$ cat src/rtl/stream_demux1_2_if.sv
// Valid/ready bundle for the 1-to-2 stream demultiplexer.
// The slave side is the demux; the master side drives it.
interface stream_demux1_2_if #(
    parameter int WIDTH   = 8,
    parameter int COUNT_W = 8
);
    logic               in_valid;
    logic               in_ready;
    logic [WIDTH-1:0]   in_data;
    logic               in_sel;
    logic               out0_valid;
    logic               out0_ready;
    logic [WIDTH-1:0]   out0_data;
    logic               out1_valid;
    logic               out1_ready;
    logic [WIDTH-1:0]   out1_data;
    logic [COUNT_W-1:0] cnt0;
    logic [COUNT_W-1:0] cnt1;

    modport slave (
        input  in_valid,
        input  in_data,
        input  in_sel,
        input  out0_ready,
        input  out1_ready,
        output in_ready,
        output out0_valid,
        output out0_data,
        output out1_valid,
        output out1_data,
        output cnt0,
        output cnt1
    );

    modport master (
        output in_valid,
        output in_data,
        output in_sel,
        output out0_ready,
        output out1_ready,
        input  in_ready,
        input  out0_valid,
        input  out0_data,
        input  out1_valid,
        input  out1_data,
        input  cnt0,
        input  cnt1
    );
endinterface

$ cat src/rtl/stream_demux1_2.sv
// 1-to-2 registered stream demultiplexer with a one-word slot
// per output and per-output delivered-word counters.
module stream_demux1_2 #(
    parameter int WIDTH   = 8,
    parameter int COUNT_W = 8
) (
    input  logic            clk,
    input  logic            rst,
    stream_demux1_2_if.slave bus
);
    logic               v0;
    logic               v1;
    logic [WIDTH-1:0]   d0;
    logic [WIDTH-1:0]   d1;
    logic [COUNT_W-1:0] c0;
    logic [COUNT_W-1:0] c1;
    logic               rdy;
    logic               acc;
    logic               ld0;
    logic               ld1;
    logic               tk0;
    logic               tk1;

    // Only the addressed slot can stall the input.
    always_comb begin
        rdy = 1'b0;
        unique case (bus.in_sel)
            1'b0: rdy = !v0 || bus.out0_ready;
            1'b1: rdy = !v1 || bus.out1_ready;
            default: rdy = 1'b0;
        endcase
    end

    always_comb begin
        acc = bus.in_valid && rdy;
        ld0 = acc && !bus.in_sel;
        ld1 = acc && bus.in_sel;
        tk0 = v0 && bus.out0_ready;
        tk1 = v1 && bus.out1_ready;
    end

    always_ff @(posedge clk) begin
        if (rst) begin
            v0 <= 1'b0;
            d0 <= '0;
            c0 <= '0;
        end else begin
            if (ld0) begin
                v0 <= 1'b1;
                d0 <= bus.in_data;
            end else if (tk0) begin
                v0 <= 1'b0;
            end
            if (tk0) c0 <= c0 + 1'b1;
        end
    end

    always_ff @(posedge clk) begin
        if (rst) begin
            v1 <= 1'b0;
            d1 <= '0;
            c1 <= '0;
        end else begin
            if (ld1) begin
                v1 <= 1'b1;
                d1 <= bus.in_data;
            end else if (tk1) begin
                v1 <= 1'b0;
            end
            if (tk1) c1 <= c1 + 1'b1;
        end
    end

    assign bus.in_ready   = rdy;
    assign bus.out0_valid = v0;
    assign bus.out0_data  = d0;
    assign bus.out1_valid = v1;
    assign bus.out1_data  = d1;
    assign bus.cnt0       = c0;
    assign bus.cnt1       = c1;
endmodule

$ cat src/flat_wrapper.sv
// flat-port wrapper written by rule: the top's interface ports become plain ports
module stream_demux1_2_flat 
#(
    parameter int WIDTH   = 8,
    parameter int COUNT_W = 8
)
  (clk, rst, bus_in_valid, bus_in_data, bus_in_sel, bus_out0_ready, bus_out1_ready, bus_in_ready, bus_out0_valid, bus_out0_data, bus_out1_valid, bus_out1_data, bus_cnt0, bus_cnt1);
  stream_demux1_2_if #(.WIDTH(WIDTH), .COUNT_W(COUNT_W)) bus_i ();
  input  logic clk;
  input  logic rst;
  input wire logic [$bits(bus_i.in_valid)-1:0] bus_in_valid;
  input wire logic [$bits(bus_i.in_data)-1:0] bus_in_data;
  input wire logic [$bits(bus_i.in_sel)-1:0] bus_in_sel;
  input wire logic [$bits(bus_i.out0_ready)-1:0] bus_out0_ready;
  input wire logic [$bits(bus_i.out1_ready)-1:0] bus_out1_ready;
  output wire logic [$bits(bus_i.in_ready)-1:0] bus_in_ready;
  output wire logic [$bits(bus_i.out0_valid)-1:0] bus_out0_valid;
  output wire logic [$bits(bus_i.out0_data)-1:0] bus_out0_data;
  output wire logic [$bits(bus_i.out1_valid)-1:0] bus_out1_valid;
  output wire logic [$bits(bus_i.out1_data)-1:0] bus_out1_data;
  output wire logic [$bits(bus_i.cnt0)-1:0] bus_cnt0;
  output wire logic [$bits(bus_i.cnt1)-1:0] bus_cnt1;
  assign bus_i.in_valid = bus_in_valid;
  assign bus_i.in_data = bus_in_data;
  assign bus_i.in_sel = bus_in_sel;
  assign bus_i.out0_ready = bus_out0_ready;
  assign bus_i.out1_ready = bus_out1_ready;
  assign bus_in_ready = bus_i.in_ready;
  assign bus_out0_valid = bus_i.out0_valid;
  assign bus_out0_data = bus_i.out0_data;
  assign bus_out1_valid = bus_i.out1_valid;
  assign bus_out1_data = bus_i.out1_data;
  assign bus_cnt0 = bus_i.cnt0;
  assign bus_cnt1 = bus_i.cnt1;
  stream_demux1_2 #(.WIDTH(WIDTH), .COUNT_W(COUNT_W)) u_core (.clk(clk), .rst(rst), .bus(bus_i));
endmodule
$ cat config.mk
export PLATFORM = sky130hd
export DESIGN_NAME = stream_demux1_2_flat
export DESIGN_NICKNAME = d
export VERILOG_FILES = /design/src/rtl/stream_demux1_2_if.sv /design/src/rtl/stream_demux1_2.sv /design/src/flat_wrapper.sv
export SDC_FILE = /design/constraint.sdc
export NUM_CORES = 1
export LEC_CHECK = 0
export ABC_AREA = 1
export CAP_MARGIN = 20
export CORE_ASPECT_RATIO = 0.5
export CORE_MARGIN = 2
export CORE_UTILIZATION = 48
export DETAILED_ROUTE_END_ITERATION = 7
export PLACE_DENSITY = 0.84
export SLEW_MARGIN = 20
export SYNTH_ARGS = -nofsm -noshare
export SYNTH_HDL_FRONTEND = slang
export SYNTH_SLANG_ARGS = --single-unit
$ cat constraint.sdc
create_clock -name clk -period 3.6 [get_ports clk]
set_clock_uncertainty 0.15 [all_clocks]
set_input_delay 0.36 -clock clk [delete_from_list [all_inputs] [get_ports clk]]
set_output_delay 0.36 -clock clk [all_outputs]
set_load 0.01 [all_outputs]
==> run_1/clk_routes.png <==
Scale: 10 px per um.
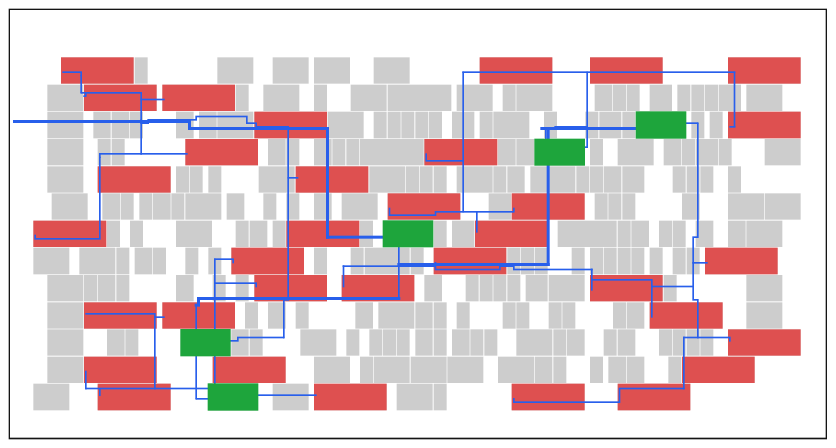
blue -> clock wires  # length 458 um
red -> flip-flops  # count 34
green -> clock drivers  # count 5
flops lie = all over the die

==> run_1/congestion.png <==
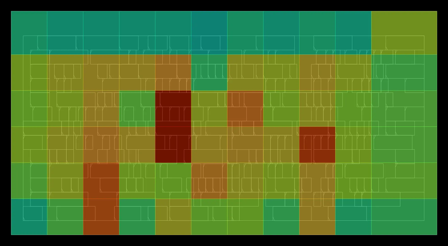
final core occ: 0.748
busiest grt layer: met2
global routing usage on met1: 0.240
WL per Instance: 11.2 um

==> run_1/wires.png <==
Scale: 10 px per um. Only two layers are drawn.
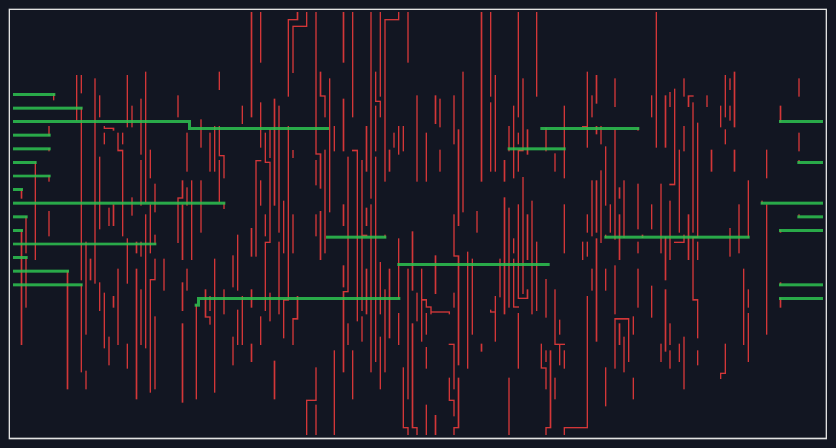
green -> metal 3  # wire length 203 um
red -> metal 2  # wire length 1590 um
gr usage total: 0.213
vias: 1400

run 1: worst min-delay path, cell delays in order (launching register included):
cell	delay, ns
dfxtp_1	0.31
nand2_1	0.06
a21oi_1	0.05
run 1: flip-flops by register name, summed over array words and instances (netlist names):
register	flops
u_core.bus.cnt0	8
u_core.bus.cnt1	8
u_core.bus.out0_data	8
u_core.bus.out1_data	8
u_core.bus.out0_valid	1
u_core.bus.out1_valid	1
run 1: cell families after synthesis:
family | share of synthesized area
AND/OR/NAND/NOR | 0.308
buffers and inverters | 0.0927
flip-flops | 0.471
AND-OR/OR-AND | 0.111
adder cells (fa/ha/maj) | 0.0173
run 1: area by class of cell:
cell class / count / area share
flip-flops and latches: 34 / 0.335
well taps: 37 / 0.0228
clock buffers: 7 / 0.0376
inverters: 31 / 0.0579
multi-input cells: 134 / 0.310
repair buffers: 48 / 0.237
run 1: power groups by stage:
stage | sequential (mW) | clock (mW) | combinational [mW]
finish | 0.396 | 0.263 | 0.0863
global route | 0.397 | 0.289 | 0.0945
CTS | 0.396 | 0.272 | 0.0871
detailed placement | 0.404 | 0 | 0.0865
global placement | 0.404 | 0 | 0.0848
floorplan | 0.409 | 0 | 0.0336
run 1: worst max path at each step:
| stage | startpoint | to | slack (ns) | depth (start not counted) |
|---|---|---|---|---|
| 2_1_floorplan | u_core.bus.cnt1[0]$_SDFFE_PP0P_ | u_core.bus.cnt1[6]$_SDFFE_PP0P_ | 2.34 | 6 |
| 3_3_place_gp | bus_out1_ready | bus_in_ready | 1.43 | 6 |
| 3_5_place_dp | bus_out1_ready | bus_in_ready | 1.41 | 6 |
| 4_1_cts | bus_out1_ready | bus_in_ready | 1.41 | 6 |
| 5_1_grt | bus_out1_ready | bus_in_ready | 1.36 | 6 |
| 6_report | bus_out1_ready | bus_in_ready | 1.41 | 6 |
run 1: stage by stage:
stage	utilization	instances	instance area [um^2]
after floorplan	-	202	1440
after global placement	0.719	284	1950
after detailed placement	0.719	284	1950
after CTS	0.748	291	2030
after global routing	0.748	291	2030
final	0.748	291	2030
run 1: synth_stat cells:
cell type,number,share of area
a21oi_1,24,0.083
buf_1,1,0.0026
buf_2,1,0.0035
buf_4,1,0.0052
clkinv_2,1,0.0035
dfxtp_1,34,0.47
ha_1,2,0.017
inv_1,28,0.073
inv_2,2,0.0052
nand2_1,65,0.17
nand2_2,2,0.0087
nand3_1,5,0.017
nand3_4,2,0.024
nand4_1,5,0.022
nor2_1,18,0.047
nor2_2,2,0.0087
nor3_4,1,0.011
o21ai_0,8,0.028
run 1: routing by layer:
layer | global-route usage | vias up | wire length, um
met4 | 0.0610 | 0 | 24
li1 | - | 734 | -
met1 | 0.240 | 628 | 1450
met2 | 0.367 | 34 | 1590
met3 | 0.0915 | 4 | 203
met5 | 0 | - | 0
==> impl_metrics.tcl, run 1 <==
# yosys + openroad results
set metrics [dict create \
    fin_crit_ns 2.19 \
    cts_made_buffers 5 \
    rows 13 \
    die_h_um 42.8 \
    die_w_um 81.6 \
    grt_max_degree 19 \
    relSlewSlack 0.586 \
    worstHoldStart "u_core.bus.out0_data[5]$_SDFFE_PP0P_" \
    critPathBufInv 3 \
    rrSetupSlack_ns 2.31 \
    status "finished clean" \
    fmax_mhz 457 \
    startpoint_type "input pin" \
    power_frac_comb 0.116 \
    first_global_vias 1278 \
    place_ws_ns 1.41 \
    routabilityCongestion 0.799 \
    drtIter0Drc 49 \
    worstSkewPairLatency_ns 0.28 \
    drive_above_1_share 0.0591 \
    slew_violations 0 \
    powerDensity_nw_per_um2 367 \
    p_sw_mw 0.180 \
    fp_nets 218 \
    p_seq_frac 0.531 \
    worstPathMaxFanout 4 \
    openroad.warnings 26 \
    cp.arrival_ns 1.68 \
    ys_ff 34 \
    layout_setup_ws_ns 1.41 \
    routed_wl_um 3270 \
    peakVddDrop_mv 0.274 \
    lay_top_count "nand2_1" \
    rr_worst_depth 6 \
    hp-class "reg2reg" \
    yosysSeqAreaShare 0.471 \
    grt_overflow 0 \
    coreArea_um2 2720 \
    syn_avg_cell_area_um2 7.15 \
    areaGrowthSynthToFinish_pct 40.6 \
    final_nets 270 \
    vias_per_cell 4.81 \
    min_to "u_core.bus.out0_data[5]$_SDFFE_PP0P_" \
    portBuffers 48 \
    antenna_found_initial 0 \
    finalClockPeriodUsage 0.608 \
    cp.required_ns 3.09 \
    firstDrtPassIters 4 \
    mi_logic_area_um2 629 \
    switching_share 0.241 \
    ys_area_um2 1440 \
    final_cell_mix "nand2_1 (65), clkdlybuf4s50_1 (48), dfxtp_1 (34), inv_1 (28), a21oi_1 (24)" \
    cts_tree "built" \
    path_cells "clkdlybuf4s50_1, inv_1, nand2_2, nand2_1, nand2_1, clkdlybuf4s50_1" \
    synthDistinctLibCells 18 \
    clk_pin_slew_ns 0.06 \
    io_pins 49 \
]
--- run 2 (diff from run 1) ---
CORE_UTILIZATION = 40   (was 48)
PLACE_DENSITY = 0.75   (was 0.84)
clock period = 1.8 ns   (was 3.6 ns; I/O delays follow)
==> run_2/wires.png <==
Scale: 8 px per um. Only two layers are drawn.
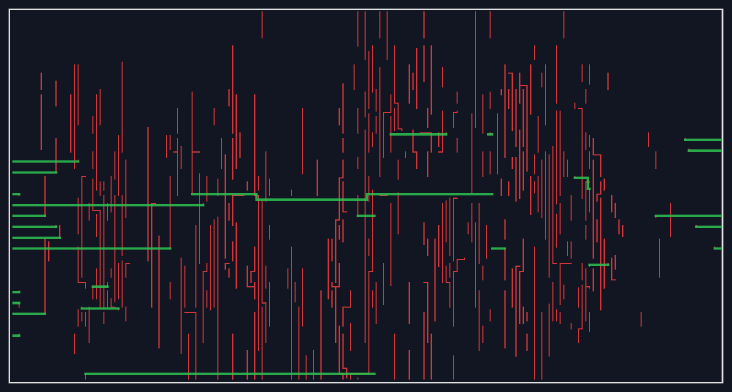
red -> metal 2  # wire length 1650 um
green -> metal 3  # wire length 196 um
vias: 1454
Final Routed Wirelength: 3380 um

==> run 2 against run 1 <==
  * Final cell count up 7.2%
  * Worst setup slack worse by 1.4 ns
  * Global-route usage down 3.4 points
  * Sequential share of layout area down 1.2 points
  * Non-clock buffer count up 6
  * Clock power up 120%
==> impl_metrics.tcl, run 2 <==
# yosys + openroad results
set metrics [dict create \
    layout_setup_ws_ns 0.0547 \
    first_global_vias 1299 \
    postLayoutCoreUtil 0.611 \
    routedWlPerCell_um 10.8 \
    path_cells "clkdlybuf4s50_1, inv_1, nand2_2, nand2_1, nand2_1, clkdlybuf4s50_1" \
    status "finished clean" \
    timing.hold.ws_ns 0.317 \
    grt_max_degree 19 \
    ys_top_cells_by_count "nand2_1 (65), dfxtp_1 (34), inv_1 (28)" \
    track_usage 0.178 \
    top_cell "nand2_1" \
    die_w_um 89.0 \
    finalClockPeriodUsage 0.970 \
    ys_area_um2 1440 \
    drive_above_1_share 0.0881 \
    cp.required_ns 1.47 \
    openroad.warnings 26 \
    largest_area_cell "dfxtp_1" \
    cts_tree "built" \
    worstPathMaxFanout 3 \
    areaGrowthSynthToFinish_pct 46.0 \
    slew_violations 0 \
    portBuffers 48 \
    grt_overflow 0 \
    cts_made_buffers 5 \
    relSlewSlack 0.815 \
    synthArstFlopShare 0 \
    fmax_mhz 573 \
    hp-class "reg2reg" \
    drtIter0Drc 48 \
    final_cell_mix "nand2_1 (65), clkdlybuf4s50_1 (48), dfxtp_1 (34), inv_1 (28), a21oi_1 (24)" \
    io_pins 49 \
    switching_share 0.236 \
    p_seq_frac 0.512 \
    p_sw_mw 0.365 \
    flop_cell "dfxtp_1" \
    edf_count 0 \
    rr_worst_depth 5 \
    fin_crit_ns 1.75 \
    rows 15 \
    clk_pin_slew_ns 0.07 \
    synthDistinctLibCells 18 \
    antenna_found_initial 0 \
    routabilityCongestion 0.798 \
    final_nets 276 \
    critPathBufInv 3 \
    lay_top_count "nand2_1" \
    yosysSeqAreaShare 0.471 \
    syn_avg_cell_area_um2 7.15 \
    cp.arrival_ns 1.42 \
    fp_nets 218 \
]
==> run 2: worst paths after layout <==
check / startpoint / endpoint / slack (ns)
worst min register to register: u_core.bus.out0_data[5]$_SDFFE_PP0P_ / u_core.bus.out0_data[5]$_SDFFE_PP0P_ / 0.32
worst min-delay path: u_core.bus.out0_data[5]$_SDFFE_PP0P_ / u_core.bus.out0_data[5]$_SDFFE_PP0P_ / 0.32
worst max-delay path: bus_out0_ready / bus_in_ready / 0.05
worst max register to register: u_core.bus.out0_valid$_SDFFE_PP0P_ / u_core.bus.cnt0[5]$_SDFFE_PP0P_ / 0.45
==> run 2: layout make-up <==
type                            count  area [um^2]
Sequential cell                    34          681
Multi-Input combinational cell    134          629
Inverter                           31          118
Clock buffer                        7         86.3
Fill cell                         326         1350
Timing Repair Buffer               54          526
Clock inverter                      1         5.00
Tap cell                           51         63.8
==> run 2: metal layers <==
metal / GRT usage / vias to the layer above / share of wire
li1: - / 748 / -
met1: 0.191 / 667 / 0.44
met2: 0.330 / 34 / 0.49
met3: 0.0645 / 5 / 0.058
met4: 0.0716 / 0 / 0.010
met5: 0 / - / 0
==> run 2: metrics by stage <==
step	instances	cell area, um^2
finish	312	2110
global route	312	2110
CTS	312	2110
detailed placement	304	2020
global placement	304	2020
floorplan	202	1440
==> run 2: kinds of logic after synthesis <==
logic type,after synthesis,synth area share
fa+ha+maj,2,0.0173
compound gates,32,0.111
flops,34,0.471
simple gates,100,0.308
buf+inv,34,0.0927
==> run 2: tightest hold or removal path, delay by kind of cell (launching register included) <==
family / cells / cell delay (ns)
AND-OR/OR-AND: 1 / 0.05
flip-flops: 1 / 0.31
AND/OR/NAND/NOR: 1 / 0.06
==> run 2: power by group through the flow <==
stage / sequential [mW] / combinational (mW) / clock, mW
3_3_place_gp: 0.808 / 0.179 / 0
4_1_cts: 0.792 / 0.183 / 0.591
5_1_grt: 0.794 / 0.199 / 0.617
2_1_floorplan: 0.818 / 0.0672 / 0
3_5_place_dp: 0.809 / 0.182 / 0
6_report: 0.792 / 0.181 / 0.573
Power figures rest on the tool's default switching activity, not on a simulated workload.
